==> src/rtl/sevenseg_arbiter.sv <==
// -----------------------------------------------------------------------------
// sevenseg_arbiter
//
// Time-slicing arbiter sharing one 8-digit seven-segment display among NREQ
// requesters. Ownership is granted round-robin. An owner holding its request
// is preempted only after a full slice of HOLD_MS milliseconds, and only if
// another request is pending. The owner's frame is registered onto d7..d0.
// With no owner, every digit is blank.
//
// Parameters:
//   NREQ     number of requesters (2..8)
//   CLK_HZ   clock frequency in Hz
//   HOLD_MS  minimum ownership time in ms before preemption
//
// Ports:
//   clk          system clock
//   rst          asynchronous, active-high reset
//   req          per-requester level request
//   frame        requester i frame at [56*i+55 : 56*i]; d7 at [55:49] .. d0 at [6:0]
//   gnt          one-hot grant, zero when idle
//   busy         OR of gnt
//   d7..d0       registered digit fields {blank,dp,dash,hex[3:0]}
// -----------------------------------------------------------------------------
module sevenseg_arbiter #(
  parameter int NREQ    = 4,
  parameter int CLK_HZ  = 100_000_000,
  parameter int HOLD_MS = 1000
) (
  input  logic               clk,
  input  logic               rst,
  input  logic [NREQ-1:0]    req,
  input  logic [NREQ*56-1:0] frame,
  output logic [NREQ-1:0]    gnt,
  output logic               busy,
  output logic [6:0]         d7,
  output logic [6:0]         d6,
  output logic [6:0]         d5,
  output logic [6:0]         d4,
  output logic [6:0]         d3,
  output logic [6:0]         d2,
  output logic [6:0]         d1,
  output logic [6:0]         d0
);

  localparam int unsigned NR    = NREQ;
  localparam int unsigned SLICE = HOLD_MS * (CLK_HZ / 1000);
  localparam int          CW    = (SLICE > 1) ? $clog2(SLICE) : 1;
  localparam int          IW    = (NREQ > 1) ? $clog2(NREQ) : 1;
  localparam logic [CW-1:0] CNT_LAST = CW'(SLICE - 1);
  localparam logic [6:0]    BLANK    = 7'b100_0000;

  typedef enum logic {IDLE, OWN} state_t;

  state_t        state, state_nxt;
  logic [IW-1:0] ptr;       // last owner; equals the current owner while in OWN
  logic [IW-1:0] ptr_nxt;
  logic [IW-1:0] pick;
  logic [CW-1:0] cnt;
  logic          hit;
  logic          expired;
  logic          owner_req;
  logic          other_req;
  logic          change;
  logic [55:0]   frame_nxt;
  logic [NREQ-1:0] gnt_nxt;

  // Round-robin scan from ptr+1 wrapping to ptr itself. When preempting, the
  // owner sits at the final scan position, so any other requester wins first.
  always_comb begin
    int unsigned idx;
    hit  = 1'b0;
    pick = ptr;
    idx  = 0;
    for (int unsigned k = 1; k <= NR; k++) begin
      idx = (32'(ptr) + k) % NR;
      if (!hit && req[IW'(idx)]) begin
        hit  = 1'b1;
        pick = IW'(idx);
      end
    end
  end

  assign expired   = (cnt >= CNT_LAST);
  assign owner_req = req[ptr];
  assign other_req = |(req & ~gnt);

  always_comb begin
    state_nxt = state;
    ptr_nxt   = ptr;
    case (state)
      IDLE: begin
        if (hit) begin
          state_nxt = OWN;
          ptr_nxt   = pick;
        end
      end
      OWN: begin
        if (!owner_req) begin
          if (hit) ptr_nxt = pick;
          else     state_nxt = IDLE;
        end else if (expired && other_req) begin
          ptr_nxt = pick;
        end
      end
      default: state_nxt = IDLE;
    endcase
    change = (state_nxt == OWN) && ((state == IDLE) || (ptr_nxt != ptr));
  end

  always_comb begin
    gnt_nxt   = '0;
    frame_nxt = {8{BLANK}};
    if (state_nxt == OWN) begin
      gnt_nxt[ptr_nxt] = 1'b1;
      for (int unsigned i = 0; i < NR; i++) begin
        if (IW'(i) == ptr_nxt) frame_nxt = frame[56*i +: 56];
      end
    end
  end

  always_ff @(posedge clk or posedge rst) begin
    if (rst) begin
      state <= IDLE;
      ptr   <= IW'(NREQ - 1);
      cnt   <= '0;
      gnt   <= '0;
      busy  <= 1'b0;
      d7    <= BLANK;
      d6    <= BLANK;
      d5    <= BLANK;
      d4    <= BLANK;
      d3    <= BLANK;
      d2    <= BLANK;
      d1    <= BLANK;
      d0    <= BLANK;
    end else begin
      state <= state_nxt;
      ptr   <= ptr_nxt;
      // Counter saturates at expiry so an uncontested owner keeps the display.
      if (change || state_nxt == IDLE) cnt <= '0;
      else if (!expired)               cnt <= cnt + 1'b1;
      gnt  <= gnt_nxt;
      busy <= (state_nxt == OWN);
      d7   <= frame_nxt[55:49];
      d6   <= frame_nxt[48:42];
      d5   <= frame_nxt[41:35];
      d4   <= frame_nxt[34:28];
      d3   <= frame_nxt[27:21];
      d2   <= frame_nxt[20:14];
      d1   <= frame_nxt[13:7];
      d0   <= frame_nxt[6:0];
    end
  end

endmodule

==> config.mk <==
export PLATFORM = sky130hd
export DESIGN_NAME = sevenseg_arbiter
export DESIGN_NICKNAME = d
export VERILOG_FILES = /design/src/rtl/sevenseg_arbiter.sv
export SDC_FILE = /design/constraint.sdc
export NUM_CORES = 1
export LEC_CHECK = 0
export CAP_MARGIN = 20
export CORE_MARGIN = 8
export CORE_UTILIZATION = 41
export DETAILED_ROUTE_END_ITERATION = 6
export PLACE_DENSITY = 0.88
export REMOVE_ABC_BUFFERS = 1
export SYNTH_ARGS = -nofsm -noshare
export SYNTH_HDL_FRONTEND = slang
export SYNTH_SLANG_ARGS = --single-unit
==> constraint.sdc <==
create_clock -name clk -period 4.9 [get_ports clk]
set_input_delay 0.49 -clock clk [delete_from_list [all_inputs] [get_ports clk]]
set_output_delay 0.49 -clock clk [all_outputs]
set_load 0.02 [all_outputs]
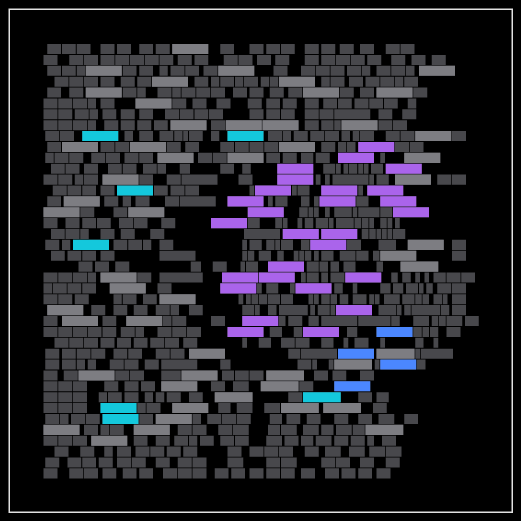
*Sequential cells coloured by netlist name, run 1*
Drawn at 4 px/um. Other sequential cells in the stronger grey, the rest of the logic in the fainter grey.
[blue] `gnt` | sequential cells: 4
[cyan] `d0` | sequential cells: 7
[purple] `cnt` | sequential cells: 27

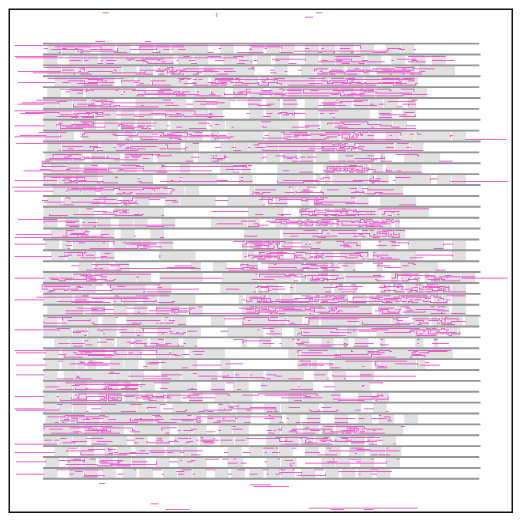
*M1 wires, run 1*
Drawn at 4 px/um. Supply wires on this layer in grey. Cells faint in the background.
longest straight run: 86.5 um
share of all routed wire: 35%
wire length on this layer: 6740 um
nets with wire on the layer: 867

==> impl_metrics.env, run 1 <==
# implementation run metrics
export IMPL_outcome="completed"
export IMPL_clk_share_pct=3.61
export IMPL_final_util_pct=69.2
export IMPL_synth_cell_types=43
export IMPL_leakagePower_uw=0.00350
export IMPL_cp_arrival_ns=3.59
export IMPL_die_y_um=125
export IMPL_cts_buffer_depth=2
export IMPL_pwr_density_cell_nw_per_um2=571
export IMPL_drt_iter0_markers=255
export IMPL_ys_area_um2=4900
export IMPL_drt_wl_total_um=19200
export IMPL_yosys_warnings=0
export IMPL_start_kind="register"
export IMPL_inverters_excl_clock=4
export IMPL_worst_path_max_fanout=79
export IMPL_top_area_cell_class="buffers"
export IMPL_layout_setup_ws_ns=1.50
export IMPL_hold_path_end="cnt[7]$_DFFE_PP0P_"
export IMPL_nClkBuffers=11
export IMPL_dpl_cell_area_um2=7890
export IMPL_fill_cells=881
export IMPL_layout_cells_non_filler=872
export IMPL_critPathLaunch="ptr[1]$_DFF_PP1_"
export IMPL_drc=0
export IMPL_peakVddDrop_uv=537
export IMPL_synth_seq_share_pct=46.2
export IMPL_edf_count=0
export IMPL_comb_cells=319
export IMPL_r2r_start="ptr[1]$_DFF_PP1_"
export IMPL_fin_crit_ns=3.40
export IMPL_hp_start="cnt[7]$_DFFE_PP0P_"
export IMPL_cts_tree="built"
export IMPL_ioPinCount=291
export IMPL_rows=40
export IMPL_tool_warnings=25
export IMPL_taps=147
export IMPL_ys_cells=442
export IMPL_async_flop_share_pct=100
export IMPL_drt_pass1_iterations=4
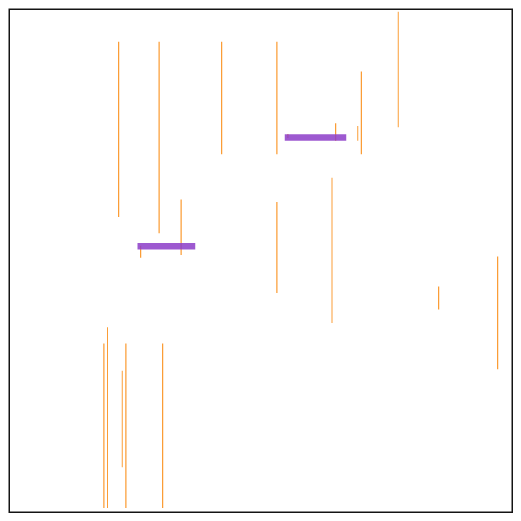
*Signal wires by layer, run 1*
Drawn at 4 px/um. Two of the layers only.
[orange] M4 | wire length: 503 um
[purple] M5 | wire length: 26.7 um

[run 1: worst max-delay path: stages, from the launching register on]
cell and delay, ns:
dfstp_2 0.67, mux4_2 0.59, and4_4 0.20, a211oi_2 0.30, mux2i_4 0.49, buf_12 0.45
mux2i_1 0.32, o22ai_1 0.12
[run 1: synthesized netlist by cell type (2+ instances only)]
cell type	n	area, um^2
nor4_2	2	25.0
o22a_1	8	70.1
xnor2_1	4	35.0
mux2i_1	99	991
nor2_1	36	135
nand4_1	6	37.5
mux2_1	10	113
dfstp_2	10	263
nand3_1	13	65.1
a21o_1	2	15.0
o22ai_1	48	300
dfrtp_1	80	2000
and4_1	2	17.5
nor3_1	4	20.0
buf_2	9	45.0
o21ai_0	2	10.0
xor2_1	21	184
a32oi_1	2	17.5
a21oi_1	5	25.0
mux2_2	7	78.8
inv_1	3	11.3
clkbuf_1	13	48.8
and3_1	7	43.8
nand2_1	21	78.8
nand2b_1	5	31.3
buf_6	6	67.6
[run 1: power by group]
part           internal (uW)  total, uW  leakage [uW]  switching, uW
Clock                    407        696      0.000139            289
Sequential              1050       1170       0.00112            116
Combinational           1340       2820       0.00224           1480
Total                   2800       4690       0.00350           1890
[run 1: cell families (layout without fill, tap and decap cells)]
kind of cell               Yosys count  in the layout  synth area share (%)
DFF                                 90             90                  46.2
and+or+nand+nor                    101            101                  10.3
xor gates and xnor gates            25             25                  4.47
adders and majority gates            1              1                 0.255
muxes                              117            117                  24.6
other                                0              1                     0
buffers and inverters               33            315                  3.78
AOI/OAI and AO/OA                   75             75                  10.5
[run 1: metal layers]
layer	track usage (%)	wire length, um
met1	24.1	6740
met2	43.3	10300
met3	8.33	1600
met4	7.95	503
met5	0	26
--- run 2 (diff from run 1) ---
--- a/config.mk
+++ b/config.mk
@@ -7,9 +7,9 @@
 export LEC_CHECK = 0
 export CAP_MARGIN = 20
 export CORE_MARGIN = 8
-export CORE_UTILIZATION = 41
+export CORE_UTILIZATION = 35
 export DETAILED_ROUTE_END_ITERATION = 6
-export PLACE_DENSITY = 0.88
+export PLACE_DENSITY = 0.8
 export REMOVE_ABC_BUFFERS = 1
 export SYNTH_ARGS = -nofsm -noshare
 export SYNTH_HDL_FRONTEND = slang
==> constraint.sdc (replaced) <==
create_clock -name clk -period 3.1 [get_ports clk]
set_input_delay 0.31 -clock clk [delete_from_list [all_inputs] [get_ports clk]]
set_output_delay 0.31 -clock clk [all_outputs]
set_load 0.02 [all_outputs]
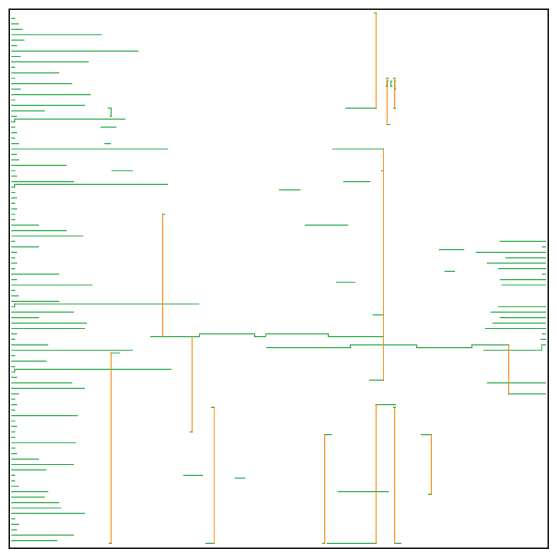
*Signal wires by layer, run 2*
Drawn at 4 px/um. Two of the layers only.
[green] M3 | wire length: 1250 um
[orange] M4 | wire length: 360 um

==> run 2 against run 1 <==
Net effect:
- count of clock-buffer cells in the layout up 2
- design area up 2.8%
- area after synthesis unchanged
- total power up 63%
- worst setup slack worse by 1.3 ns
- fmax up 18%
- cell count up 6.2%
- die area up 15%
- sequential share of layout area down 0.76 points
- wire length down 6.1%
- clock skew down 0.0018 ns
- critical endpoint is now d4[2]$_DFF_PP0_
- largest power group unchanged
==> impl_metrics.env, run 2 <==
# implementation run metrics
export IMPL_cts_buffer_depth=2
export IMPL_drive_gt1_share_pct=9.13
export IMPL_fin_crit_ns=2.88
export IMPL_drt_iter0_markers=228
export IMPL_synth_cell_types=43
export IMPL_drc=0
export IMPL_worst_path_max_fanout=16
export IMPL_cp_arrival_ns=3.08
export IMPL_r2r_start="ptr[1]$_DFF_PP1_"
export IMPL_ys_cells=442
export IMPL_outcome="completed"
export IMPL_pwr_density_cell_nw_per_um2=906
export IMPL_layout_cells_non_filler=926
export IMPL_yosys_warnings=0
export IMPL_drt_pass1_iterations=4
export IMPL_leakagePower_uw=0.00361
export IMPL_async_flop_share_pct=100
export IMPL_ys_area_um2=4900
export IMPL_start_kind="register"
export IMPL_ioPinCount=291
export IMPL_synth_top_area_share_pct=40.8
export IMPL_top_cells_by_count="99 x mux2i_1, 80 x dfrtp_1, 48 x o22ai_1"
export IMPL_rows=43
export IMPL_critPathLaunch="ptr[1]$_DFF_PP1_"
export IMPL_layout_setup_ws_ns=0.220
export IMPL_yosys_area_top_type="dfrtp_1"
export IMPL_synth_seq_share_pct=46.2
export IMPL_edf_count=0
export IMPL_cts_tree="built"
export IMPL_relSlewSlack_pct=58.1
export IMPL_max_freq_mhz=347
export IMPL_top_cell="mux2i_1"
export IMPL_area_leaders="dfrtp_1 41%, mux2i_1 20%, o22ai_1 6.1%, dfstp_2 5.4%, xor2_1 3.8%"
[run 2: cell counts after synthesis]
No cell type changed its count.
[run 2: metal layers]
metal / vias to the layer above / share of wire, % / track usage [%]
met2: 174 / 53 / 35.2
li1: 2225 / - / -
met3: 29 / 6.9 / 6.28
met5: - / 0 / 0
met4: 0 / 2.0 / 6.05
met1: 2313 / 38 / 21.3
[run 2: kinds of logic (layout without fill, tap and decap cells)]
logic type | Yosys count | after routing | share of synthesized area (%)
flip-flops | 90 | 90 | 46.2
AND/OR/NAND/NOR | 101 | 101 | 10.3
XOR/XNOR | 25 | 25 | 4.47
multiplexers | 117 | 117 | 24.6
AND-OR/OR-AND | 75 | 75 | 10.5
buffers and inverters | 33 | 336 | 3.78
adder cells (fa/ha/maj) | 1 | 1 | 0.255
other | 0 | 1 | 0
[run 2: critical path: stages (launching register included)]
cell,delay [ns]
dfstp_2,0.56
mux4_2,0.56
and4_4,0.20
a211oi_2,0.31
mux2i_4,0.32
buf_4,0.27
buf_12,0.20
mux2i_1,0.23
o22ai_1,0.09
[run 2: cell type report]
class                   instances  area (um^2)
diodes                          1         2.50
clock buffers                  13          250
inverters                       4         21.3
flip-flops and latches         90         2260
multi-input cells             319         2470
repair buffers                316         3160
well taps                     180          225
fillers                      1153         5340
clock inverters                 3         42.5
[run 2: where the power goes]
part	internal, uW	total (uW)	switching [uW]
sequential	1660	1820	163
combinational	2370	4730	2360
clock	647	1090	443
[run 2: stage by stage]
stage	instance area (um^2)	utilization, %	total power, uW	TNS, ns
final	8440	61.3	7640	0
after detailed placement	8140	59.1	6600	-0.108
after CTS	8430	61.2	7720	0
after floorplan	4740	-	3580	-405.14
after global placement	8140	59.1	6510	0
after global routing	8440	61.3	8060	0
--- run 3 (diff from run 2) ---
--- a/config.mk
+++ b/config.mk
@@ -11,6 +11,7 @@
 export DETAILED_ROUTE_END_ITERATION = 6
 export PLACE_DENSITY = 0.8
 export REMOVE_ABC_BUFFERS = 1
+export SLEW_MARGIN = 30
 export SYNTH_ARGS = -nofsm -noshare
 export SYNTH_HDL_FRONTEND = slang
 export SYNTH_SLANG_ARGS = --single-unit
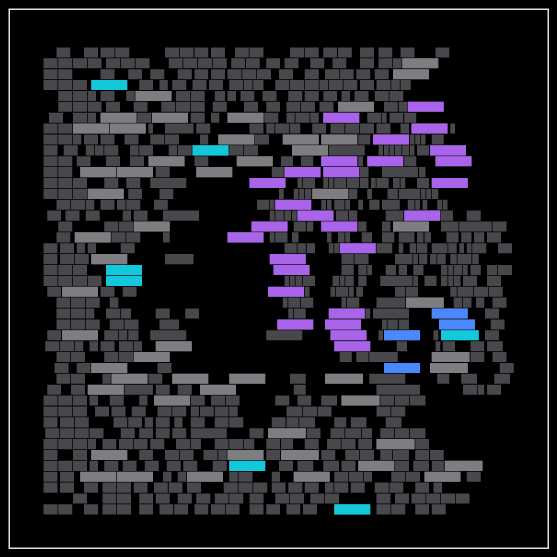
*Sequential cells coloured by netlist name, run 3*
Drawn at 4 px/um. Other sequential cells in the stronger grey, the rest of the logic in the fainter grey.
[blue] `gnt` | sequential cells: 4 | where: middle right
[cyan] `d0` | sequential cells: 7
[purple] `cnt` | sequential cells: 27
not coloured: 52

==> run 3 against run 2 <==
Net effect:
- cell count is the same
- hold slack stayed put
- register-to-register slack barely moved
- largest power group unchanged
- synthesized cell count did not move
- fmax did not move
- sequential share of layout area is the same
- die area unchanged
- clock skew did not move
- design area unchanged
- combinational power is essentially flat
==> impl_metrics.env, run 3 <==
# implementation run metrics
export IMPL_outcome="completed"
export IMPL_drc=0
export IMPL_comb_power_share_pct=61.9
export IMPL_peakVddDrop_uv=425
export IMPL_power_leader="combinational cells"
export IMPL_drt_wl_total_um=18000
export IMPL_wl_met3_um=1250
export IMPL_drt_met1_wl_um=6800
export IMPL_pwr_density_cell_nw_per_um2=906
export IMPL_clkPwrFrac_pct=14.3
export IMPL_pg_seq_uw=1820
export IMPL_path_cells="mux4_2 -> and4_4 -> a211oi_2 -> mux2i_4 -> buf_4 -> buf_12 -> mux2i_1 -> o22ai_1"
export IMPL_drt_pass1_iterations=4
export IMPL_top_cell="mux2i_1"
export IMPL_drt_iter0_markers=228
export IMPL_use_met2_pct=35.2
export IMPL_crit_buf_inv=2
export IMPL_async_flop_share_pct=100
export IMPL_met3_usage_pct=6.28
export IMPL_fill_cells=1153
export IMPL_critical_path_slowest_cell="dfstp_2"
export IMPL_tns_ns=0
export IMPL_die_y_um=134
export IMPL_leakagePower_uw=0.00361
export IMPL_ys_area_um2=4900
export IMPL_rows=43
export IMPL_tool_warnings=25
export IMPL_dpl_cell_area_um2=8140
export IMPL_p_clk_uw=1090
export IMPL_cp_arrival_ns=3.08
export IMPL_edf_count=0
export IMPL_use_met1_pct=21.3
export IMPL_cpPeakStageDelay_ns=0.56
export IMPL_synth_top_area_share_pct=40.8
export IMPL_drive_gt1_share_pct=9.13
export IMPL_worst_path_max_fanout=16
export IMPL_yosys_area_top_type="dfrtp_1"
export IMPL_top_usage_layer="met2"
export IMPL_start_kind="register"
export IMPL_comb_power_uw=4730
export IMPL_synth_seq_share_pct=46.2
export IMPL_top_layer="met4"
export IMPL_layout_setup_ws_ns=0.220
export IMPL_swShare_pct=38.8
export IMPL_cts_tree="built"
## run 3: cell counts in the layout (fill, tap and decap cells not counted)
Identical to the previous run, type by type.
## run 3: logic make-up (layout without fill, tap and decap cells)
group,Yosys count,count (layout),share of synthesized area [%]
buf+inv,33,336,3.78
mux,117,117,24.6
xor+xnor,25,25,4.47
simple gates,101,101,10.3
compound gates,75,75,10.5
other cells,0,1,0
flops,90,90,46.2
fa+ha+maj,1,1,0.255
## run 3: metrics by stage
stage / utilization [%] / hold slack, ns / std cells / total power [uW]
finish: 61.3 / 0.357 / 926 / 7640
global route: 61.3 / 0.425 / 926 / 8060
CTS: 61.2 / 0.378 / 925 / 7720
detailed placement: 59.1 / 0.549 / 909 / 6600
global placement: 59.1 / 0.516 / 909 / 6510
floorplan: - / 0.454 / 413 / 3580
## run 3: area by class of cell
type / instances / area [um^2] / area share, %
tap: 180 / 225 / 2.67
clock inverter: 3 / 42.5 / 0.504
clock buffer: 13 / 250 / 2.97
inverter: 4 / 21.3 / 0.252
antenna: 1 / 2.50 / 0.0297
timing repair buffer: 316 / 3160 / 37.5
sequential: 90 / 2260 / 26.8
multi-input combinational: 319 / 2470 / 29.3
## run 3: how the worst max path moves through the flow
stage                      from               to  slack (ns)  cells past startpoint
2_1_floorplan  ptr[1]$_DFF_PP1_  d7[6]$_DFF_PP1_       -6.99                      7
3_3_place_gp             req[1]  d4[4]$_DFF_PP0_        0.01                      9
3_5_place_dp             req[1]  d4[4]$_DFF_PP0_       -0.04                      9
4_1_cts        ptr[1]$_DFF_PP1_  d4[4]$_DFF_PP0_        0.21                      8
5_1_grt        ptr[1]$_DFF_PP1_  d6[5]$_DFF_PP0_        0.12                      8
6_report       ptr[1]$_DFF_PP1_  d4[2]$_DFF_PP0_        0.22                      8
No activity file was given, so power comes from the tool's default toggle rates.
